Design pwm_capture, sky130hd; sources not shown.
run_1/met1.png
Scale bar: 20 um.
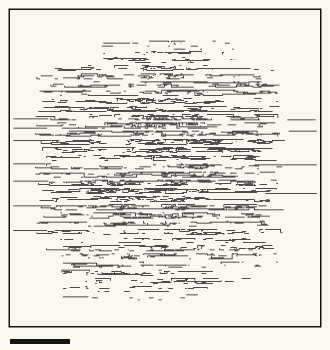
longest straight run = 35.9 um
main direction = horizontal
Routed Wire Length: 9.390 mm
met1 track demand over resource in global routing: 0.2185

run_1/met2.png
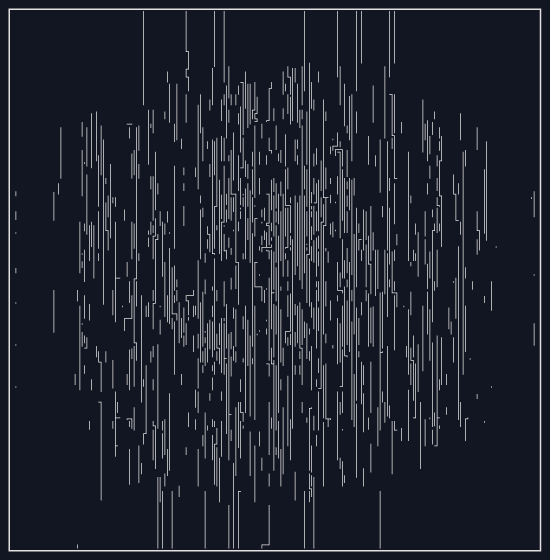
wire length on this layer = 4330 um
nets with wire on the layer = 419
longest straight run = 43.2 um
main direction = vertical
via count: 3294
global-route met2 utilization: 0.2740

run_1/met3.png
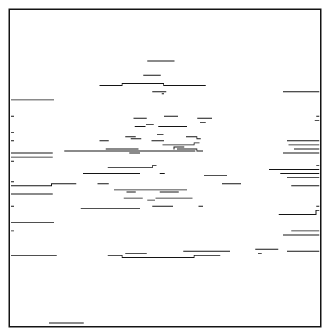
main direction = horizontal
nets with wire on the layer = 62
wire length on this layer = 660 um
grt met3 use: 0.04114

==> Implementation_results.wiki, run 1 <==
== Metrics ==
{| class="wikitable"
! Metric !! Value
|-
| Run status || finished with violations
|-
| Violations in the final reports || capacitance limit
|-
| Clock transition at the register clock pins on the worst setup and hold paths after CTS || between 100 and 150 ps
|-
| Final non-filler cell total || about 600
|-
| Highest achievable clock rate || roughly 0.44 GHz
|-
| Seq pwr || about 1.6 mW
|-
| Chain of cells forming the critical path || nand4_1 > nor4_4 > nand2_1 > buf_4 > a31oi_1 > a41o_1
|-
| Clock tree from TritonCTS || built
|-
| Final setup TNS || 0 ps
|-
| Syn_nets || roughly 440
|-
| XOR/XNOR Area Share || 0.02542
|-
| Number of enable-type register cells in the synthesized netlist || 0
|-
| Highest routing layer actually used || met4
|-
| # setup viols final || 0
|-
| H-tree depth reported by CTS || 3
|-
| Leading post-synthesis cells by cell area || sky130_fd_sc_hd__dfxtp_1 50%, sky130_fd_sc_hd__mux2i_1 17%, sky130_fd_sc_hd__nor2_1 8.7%, sky130_fd_sc_hd__xnor2_1 2.5%, sky130_fd_sc_hd__nand2_1 1.9%
|-
| Pin count of the biggest net entering global routing || ~80
|-
| Warning count from the yosys run || 0
|-
| FFs w/ async S/R, synth || 0
|-
| GRT Resource Usage Total || 0.1747
|-
| Switching portion of total power || 0.2159
|-
| Number of instances in the synthesized netlist || approximately 430
|-
| Longest individual stage delay on the worst path || ~470 ps
|-
| Max-cap violation count || 1
|-
| Class of the most critical setup path || register to register
|-
| Cell class contributing the biggest share of worst-path delay || simple AND/OR/NAND/NOR gates
|-
| Placed cell count || around 570
|-
| Top pwr grp || sequential cells
|-
| Worst-margin pin slew || about 1500 ps
|-
| Flops after synth || a little over 100
|-
| Critical path arrival || ~2500 ps
|-
| Leading cell types by count after synthesis || 103 x sky130_fd_sc_hd__dfxtp_1, 96 x sky130_fd_sc_hd__nor2_1, 71 x sky130_fd_sc_hd__mux2i_1
|-
| Multi-input combinational cell count || a little under 300
|-
| Fill count || ~600
|-
| Tally of clock buffers in the finished layout || 10
|-
| Fraction of standard cell area that is sequential || 0.4072
|-
| Gate power share || 0.021
|-
| Cells on Worst Hold Path || 3
|-
| Area of placed instances || 4727 um^2
|-
| Synthesized cell area || around 4100 um^2
|-
| Worst min-delay path category || primary input to register
|-
| Final nets || 490
|-
| First-pass GRT wire length || 15.38 mm
|-
| Number of cells on the worst reg-to-reg path || 6
|-
| Via count of the first global-routing pass || approximately 3200
|-
| Area reported by Yosys stat || a little over 4000 um^2
|-
| Routed wire length on met3 || around 660 um
|-
| Final hold violation count || 0
|-
| Power dissipated in combinational cells || between 0.05 and 0.06 mW
|-
| Final WS setup || a little under 300 ps
|-
| Internal power || between 2 and 2.5 mW
|-
| Max transition margin || 0.005942
|-
| Power share of the clock group || 0.354
|-
| Buffer levels on the longest clock path || 2
|-
| Tapcells || just over 100
|-
| Largest logic family || simple AND/OR/NAND/NOR gates
|-
| Total die area || between 10000 and 15000 um^2
|-
| P&R area growth vs syn || 22.94%
|-
| Element type at the critical path end || register
|-
| Number of detailed-routing iterations run before antenna repair || 7
|-
| Ys flop type || sky130_fd_sc_hd__dfxtp_1
|-
| Root buf cell || sky130_fd_sc_hd__clkbuf_4
|-
| Setup repair after global routing missed its margin || no
|-
| Clock Sink Count || between 100 and 150
|-
| Final min period || between 2000 and 2500 ps
|-
| Final weighted congestion of routability-driven global placement || about 0.87
|-
| Buffer and inverter count on the worst path || 1
|-
| DRT iter0 DRCs || between 200 and 250
|-
| Port Buffer Count || around 52
|-
| Number of standard cells reported by yosys || approximately 430
|-
| Post-detailed-route via-to-cell ratio || ~5.6
|-
| Proportion of power drawn by flip-flops and latches || 0.626
|-
| Clock network share of area || 0.03151
|-
| Vert. Die Dim || 105 um
|-
| Fraction of final layout cells sized beyond drive strength 1 || 0.1181
|-
| Aoi/oai-family share of the synthesized area || 0.05841
|-
| Comb. cell area || ~2000 um^2
|}
==> run 1: cells in the final DEF (no fill, tap or decap), types with 5 or more instances in the layout <==
master,netlist,routed
sky130_fd_sc_hd__a21oi_1,14,13
sky130_fd_sc_hd__buf_4,2,12
sky130_fd_sc_hd__clkbuf_4,0,10
sky130_fd_sc_hd__clkdlybuf4s50_1,0,51
sky130_fd_sc_hd__dfxtp_1,103,99
sky130_fd_sc_hd__mux2i_1,71,69
sky130_fd_sc_hd__nand2_1,21,21
sky130_fd_sc_hd__nand3_1,12,11
sky130_fd_sc_hd__nand4_1,7,8
sky130_fd_sc_hd__nor2_1,96,95
sky130_fd_sc_hd__nor3_1,10,10
sky130_fd_sc_hd__or2_2,5,5
sky130_fd_sc_hd__xnor2_1,12,12
==> run 1 -> run 2 <==
GPL_TIMING_DRIVEN = 0   (was default)
run_2/met3.png
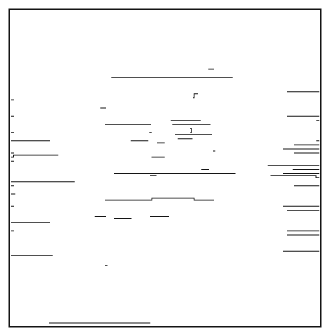
grt met3 use: 0.02721
Routed Wire Length: 9.273 mm
via count: 3259

run_2/final_congestion.png
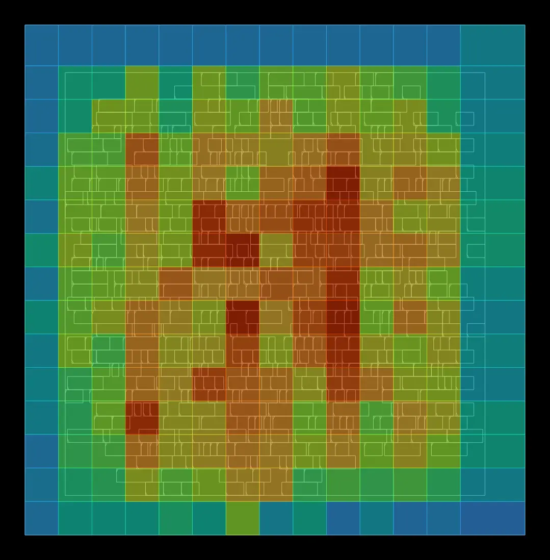
post-DR wirelength/cell: 15.28 um
global-route met2 utilization: 0.2823

==> Implementation_results.wiki, run 2 <==
== Metrics ==
{| class="wikitable"
! Metric !! Value
|-
| Pin count of the biggest net entering global routing || 17
|-
| Fill count || 649
|-
| Leak || 1.835 nW
|-
| Tally of clock buffers in the finished layout || 12
|-
| HPWL after detailed placement || approximately 6.6 mm
|-
| Warning count from the yosys run || 0
|-
| Ys flop type || sky130_fd_sc_hd__dfxtp_1
|-
| DRT iter0 DRCs || between 200 and 250
|-
| Cell class contributing the biggest share of worst-path delay || simple AND/OR/NAND/NOR gates
|-
| Die Span X || 103 um
|-
| Critical Path Fanout Max || 10
|-
| XOR/XNOR Area Share || 0.02542
|-
| Final hold violation count || 0
|-
| Comb. cell area || ~1900 um^2
|-
| Wire length on met1 || 4.292 mm
|-
| Chain of cells forming the critical path || ha_1 > and2_1 > and3_1 > clkbuf_4 > nand2_1 > clkbuf_4 > o21ai_0 > a221oi_1
|-
| Number of standard cells reported by yosys || around 430
|-
| Critical path arrival || about 2500 ps
|-
| Worst hold slack || ~280 ps
|-
| Largest cell class || sequential cells
|-
| Number of cell rows || 32
|-
| Most frequent logic cells in the routed design || 100 x sky130_fd_sc_hd__dfxtp_1, 95 x sky130_fd_sc_hd__nor2_1, 71 x sky130_fd_sc_hd__mux2i_1, 31 x sky130_fd_sc_hd__clkdlybuf4s50_1
|-
| Sequential cell count || between 100 and 150
|-
| GRT Resource Usage Total || 0.1745
|-
| First-pass GRT wire length || 15.24 mm
|-
| Final nets || about 500
|-
| Cells on Worst Hold Path || 1
|-
| I/O pins || around 53
|-
| Aoi/oai-family share of the synthesized area || 0.05841
|-
| Tapcells || ~100
|-
| Finished Cell Area || approximately 5100 um^2
|-
| Clock network share of area || 0.02427
|-
| Multi-input logic portion of the cell area || 0.3829
|-
| Number of buffers added to fix hold violations after cts || 0
|-
| Power density over the cells || a little under 500 nW/um^2
|-
| Mean instance size in the synthesized netlist || 9.592 um^2
|-
| Run status || finished clean
|-
| Pins over their slew limit || 0
|-
| Number of enable-type register cells in the synthesized netlist || 0
|-
| Syn_nets || 435
|-
| P&R area growth vs syn || 22.22%
|-
| Internal power || roughly 1.9 mW
|-
| Worst-margin pin slew || 554.1 ps
|-
| Inverters, non-clock || 1
|-
| Maximum VDD drop || 0.0003188 V
|-
| Worst Setup Start Kind || register
|-
| Area reported by Yosys stat || ~4100 um^2
|-
| Via count of the first global-routing pass || roughly 3200
|-
| Resized Gates After CTS || 5
|-
| Leading post-synthesis cells by cell area || sky130_fd_sc_hd__dfxtp_1 50%, sky130_fd_sc_hd__mux2i_1 17%, sky130_fd_sc_hd__nor2_1 8.7%, sky130_fd_sc_hd__xnor2_1 2.5%, sky130_fd_sc_hd__nand2_1 1.9%
|-
| Logic depth of the worst setup path including buffers || 8
|-
| Synth area leader || sky130_fd_sc_hd__dfxtp_1
|-
| Met2 Wirelength || 4.329 mm
|-
| Setup fix buffers added after clock tree synthesis || 3
|-
| Post-synth seq share || 0.4988
|-
| Yosys top cell area share || 0.4988
|-
| Reg-to-reg slack, setup || 300 ps
|-
| Number of routed nets with antenna violations || 0
|-
| Number of instances in the synthesized netlist || ~430
|-
| Largest logic family || simple AND/OR/NAND/NOR gates
|-
| Initial antenna violation count || 1
|-
| Clock Sink Count || around 100
|-
| Power dissipated in combinational cells || 0.0649 mW
|-
| Vert. Die Dim || approximately 110 um
|-
| Met1 track demand over resource in global routing || 0.2196
|-
| Final weighted congestion of routability-driven global placement || roughly 0.88
|-
| Flops after synth || 103
|-
| Clock transition at the register clock pins on the worst setup and hold paths after CTS || 160 ps
|-
| Switching portion of total power || 0.2336
|-
| Non-clock buffer area fraction after layout || 0.1575
|-
| Total CTS buffers || 9
|-
| Clock Power || 0.756 mW
|-
| Post-detailed-route via-to-cell ratio || about 5.4
|-
| Nonclk buf count || between 80 and 90
|-
| Fraction of final layout cells sized beyond drive strength 1 || 0.1171
|-
| Area share of and/or/nand/nor cells after synthesis || 0.2001
|-
| Fraction of standard cell area that is sequential || 0.4089
|-
| Highest routing layer actually used || met4
|-
| Multi-input combinational cell count || 295
|-
| Worst min-delay path category || register to register
|-
| Area of placed instances || between 4000 and 5000 um^2
|-
| H-tree depth reported by CTS || 3
|-
| Seq pwr || approximately 1.6 mW
|-
| Element type at the critical path end || register
|-
| Synthesized-area fraction occupied by adder cells || 0.003027
|-
| Buffer levels on the longest clock path || 2
|-
| # setup viols final || 0
|-
| Critical Path RT || 2770 ps
|-
| Reported net switching power || 0.5712 mW
|-
| Unique masters post-synth || roughly 42
|-
| Setup repair after global routing missed its margin || yes
|-
| Number of cells on the worst reg-to-reg path || 8
|-
| Area occupied by registers || roughly 2100 um^2
|-
| Total die area || between 10000 and 15000 um^2
|-
| Leading cell types by count after synthesis || 103 x sky130_fd_sc_hd__dfxtp_1, 96 x sky130_fd_sc_hd__nor2_1, 71 x sky130_fd_sc_hd__mux2i_1
|-
| Longest individual stage delay on the worst path || 420 ps
|-
| Proportion of power drawn by flip-flops and latches || 0.665
|-
| Port Buffer Count || around 52
|-
| Highest achievable clock rate || 0.4448 GHz
|-
| Power share of the clock group || 0.309
|-
| Synthesized cell area || just over 4000 um^2
|-
| Grt total ovfl || 0
|-
| Max-cap violation count || 0
|-
| Placeable core region || 7527 um^2
|-
| Root buf cell || sky130_fd_sc_hd__clkbuf_4
|-
| Layer with the highest usage after global routing || met2
|-
| Class of the most critical setup path || register to register
|-
| Final setup TNS || 0 ps
|-
| Clk ins delay skew pair || ~450 ps
|-
| Total DRC errors in the routed layout || 0
|-
| Multiplexer area fraction after synthesis || 0.1719
|-
| Most frequent standard cell in the layout excluding fill and tap cells || sky130_fd_sc_hd__dfxtp_1
|-
| Slowest cell on the critical path || sky130_fd_sc_hd__dfxtp_1
|-
| Final min period || between 2000 and 2500 ps
|-
| Top cell by count, worst path || sky130_fd_sc_hd__clkbuf_4
|-
| Number of warnings in the stage logs || 27
|-
| Diodes inserted || 1
|-
| Top-count cell post-synth || sky130_fd_sc_hd__dfxtp_1
|-
| Buffer and inverter count on the worst path || 2
|-
| Number of detailed-routing iterations run before antenna repair || 4
|-
| Routed wire length on met3 || 492 um
|-
| Max transition margin || 0.6306
|-
| Period Utilization, post-route || 0.8817
|-
| Gate power share || 0.027
|-
| FFs w/ async S/R, synth || 0
|-
| Fp_density || 0.5492
|-
| Top pwr grp || sequential cells
|-
| Clock tree from TritonCTS || built
|}
-- run 2: cell count changes in the layout (fill, tap and decap cells not counted), moves of 3 or more --
cell,before,now
sky130_fd_sc_hd__clkdlybuf4s50_1,51,31
sky130_fd_sc_hd__clkbuf_1,3,11
sky130_fd_sc_hd__buf_2,0,3
sky130_fd_sc_hd__clkbuf_2,1,9
sky130_fd_sc_hd__buf_4,12,3
sky130_fd_sc_hd__dlygate4sd3_1,0,21
sky130_fd_sc_hd__clkbuf_4,10,14
-- run 2: per-stage QoR --
step	total power, mW	cells	setup WS (ps)	util
3_3_place_gp	1.720	585	158.0	0.6353
3_5_place_dp	1.722	585	115.4	0.6353
5_1_grt	2.528	607	151.9	0.6712
4_1_cts	2.459	604	323.8	0.6571
2_1_floorplan	1.700	431	563.3	-
6_report	2.445	607	301.7	0.6712
No activity file was given, so power comes from the tool's default toggle rates.
